$ cat config.mk
export PLATFORM = sky130hd
export DESIGN_NAME = big_and
export DESIGN_NICKNAME = d
export VERILOG_FILES = /design/src/rtl/big_and.sv
export SDC_FILE = /design/constraint.sdc
export NUM_CORES = 1
export LEC_CHECK = 0
export CAP_MARGIN = 15
export CORE_MARGIN = 1.5
export CORE_UTILIZATION = 45
export CTS_BUF_LIST = sky130_fd_sc_hd__clkbuf_8 sky130_fd_sc_hd__clkbuf_16
export DETAILED_ROUTE_END_ITERATION = 16
export HOLD_SLACK_MARGIN = 0.1
export PLACE_DENSITY = 0.75
export SLEW_MARGIN = 20
export SYNTH_ARGS = -nofsm -noshare
export SYNTH_HDL_FRONTEND = slang
export SYNTH_SLANG_ARGS = --single-unit
$ cat constraint.sdc
create_clock -name clk -period 1.7 [get_ports clk]
set_input_delay 0.34 -clock clk [delete_from_list [all_inputs] [get_ports clk]]
set_output_delay 0.34 -clock clk [all_outputs]
set_load 0.005 [all_outputs]
$ cat src/rtl/big_and.sv
// Four-input AND leaf cell with a registered output and saturating/wrapping
// switching-activity counters for power-trace and toggle-count flows.

module big_and_cnt #(
   parameter int CW  = 8,
   parameter bit SAT = 1'b1
) (
   input  logic          clk,
   input  logic          rst,
   input  logic          clr,
   input  logic          inc,
   output logic [CW-1:0] cnt
);
   always_ff @(posedge clk or posedge rst) begin
      if (rst)
         cnt <= '0;
      else if (clr)
         cnt <= '0;          // clear wins over a same-cycle increment
      else if (inc) begin
         if (SAT && (&cnt))
            cnt <= cnt;
         else
            cnt <= cnt + CW'(1);
      end
   end
endmodule

module big_and #(
   parameter int CW  = 8,
   parameter bit SAT = 1'b1
) (
   input  logic          clk,
   input  logic          rst,
   input  logic          a,
   input  logic          b,
   input  logic          c,
   input  logic          d,
   input  logic          cnt_clr,
   output logic          o,
   output logic          o_q,
   output logic [CW-1:0] a_tgl,
   output logic [CW-1:0] b_tgl,
   output logic [CW-1:0] c_tgl,
   output logic [CW-1:0] d_tgl,
   output logic [CW-1:0] o_rise,
   output logic [CW-1:0] o_high
);
   localparam int NUM_CNT = 6;

   logic [3:0]                    in_v;
   logic [3:0]                    in_p;
   logic                          o_p;
   logic [NUM_CNT-1:0]            inc;
   logic [NUM_CNT-1:0][CW-1:0]    cnt;

   assign o    = a & b & c & d;
   assign in_v = {d, c, b, a};

   // Counter slots: 0..3 input toggles, 4 output rising edges, 5 output-high cycles.
   assign inc[3:0] = in_v ^ in_p;
   assign inc[4]   = o & ~o_p;
   assign inc[5]   = o;

   always_ff @(posedge clk or posedge rst) begin
      if (rst) begin
         o_q  <= 1'b0;
         o_p  <= 1'b0;
         in_p <= '0;
      end else begin
         o_q  <= o;
         o_p  <= o;
         in_p <= in_v;
      end
   end

   for (genvar i = 0; i < NUM_CNT; i++) begin : g_cnt
      big_and_cnt #(.CW(CW), .SAT(SAT)) u_cnt (
         .clk (clk),
         .rst (rst),
         .clr (cnt_clr),
         .inc (inc[i]),
         .cnt (cnt[i])
      );
   end

   assign a_tgl  = cnt[0];
   assign b_tgl  = cnt[1];
   assign c_tgl  = cnt[2];
   assign d_tgl  = cnt[3];
   assign o_rise = cnt[4];
   assign o_high = cnt[5];
endmodule

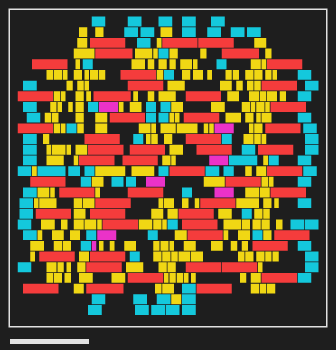
Figure 1: placed cells, one color a class.
Scale bar: 20 um.
Key: other buffers and delay cells = cyan [cells 84]; clock drivers and dummy loads = magenta [cells 7]; flip-flops = red [cells 53]; all other logic = yellow [cells 212]
num rows: 28
core area: 5850 um^2
sequential cell area share: 0.362

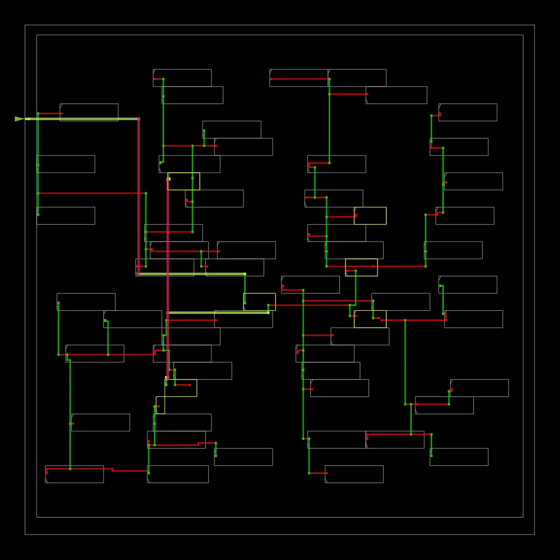
Figure 2: clock routing.
Setup Skew: 3.60 ps
clock buffers: 6
Clock Power: 0.695 mW

==> job_summary.md <==
### Metrics collected by this job

| Metric | Value |
|---|---|
| Cycle use final | `0.979` |
| Final clock-cell share | `0.0235` |
| Detailed Place HPWL | `4350 um` |
| IO buf count | `56` |
| EDFF count, synth | `0` |
| Dominant cell type by area after synthesis | `dfrtp_1` |
| Post-Synthesis Cell Area | `2700 um^2` |
| DR iter-0 viols | `118` |
| Status | `finished, final reports clean` |
| Dominant logic cell type in the layout | `clkdlybuf4s50_1` |
| Finished Layout Cells | `431` |
| Initial antenna violation count | `0` |
| Max reg flops | `48` |
| Largest net degree at the start of global routing | `54` |
| Max capacitance violation total | `0` |
| Clock sink count | `53` |
| Hold Vio Cnt, Final | `0` |
| Max frequency | `0.601 GHz` |
| CP Launch Type | `input pin` |
| Reg power frac | `0.570` |
| Reg2Reg Depth | `7` |
| Setup WS post-layout | `36.4 ps` |
| Reg area | `1330 um^2` |
| Ranking of synthesized cells by area | `dfrtp_1, nor2_1, nand4_1, a21oi_1, mux2i_1` |
| Most frequent cell after synthesis | `dfrtp_1` |
| H-tree depth | `2` |
| FF-to-FF End | `g_cnt[4].u_cnt.cnt[0]` |
| RSZ-0062 raised after global routing | `false` |
| Fin area | `3680 um^2` |
| Int Pwr | `1.78 mW` |
| Mapped Cells | `271` |
| Die x size | `80.4 um` |
| Switching share of power | `0.243` |
| Yosys cell count | `271` |
| Die Size | `6470 um^2` |
| Crit-path max cell delay | `490 ps` |
-- logic make-up after synthesis --
family | after synthesis | synth area share
simple gates | 110 | 0.214
compound gates | 62 | 0.157
flops | 53 | 0.491
xor+xnor | 16 | 0.0575
buf+inv | 16 | 0.0223
mux | 8 | 0.0297
fa+ha+maj | 6 | 0.0278
-- worst reg2reg max path: stages (launching register included) --
cell      delay [ps]
dfrtp_1          400
ha_1             230
and4_4           220
a211oi_2         210
buf_4            170
buf_4            110
xnor2_1          100
nor2_1            50
-- layer usage --
| layer | vias up | GRT usage |
|---|---|---|
| met2 | 78 | 0.339 |
| met3 | 8 | 0.0432 |
| met4 | 0 | 0.0793 |
| met1 | 1172 | 0.256 |
| met5 | - | 0 |
| li1 | 1183 | - |
No activity file was given, so power comes from the tool's default toggle rates.
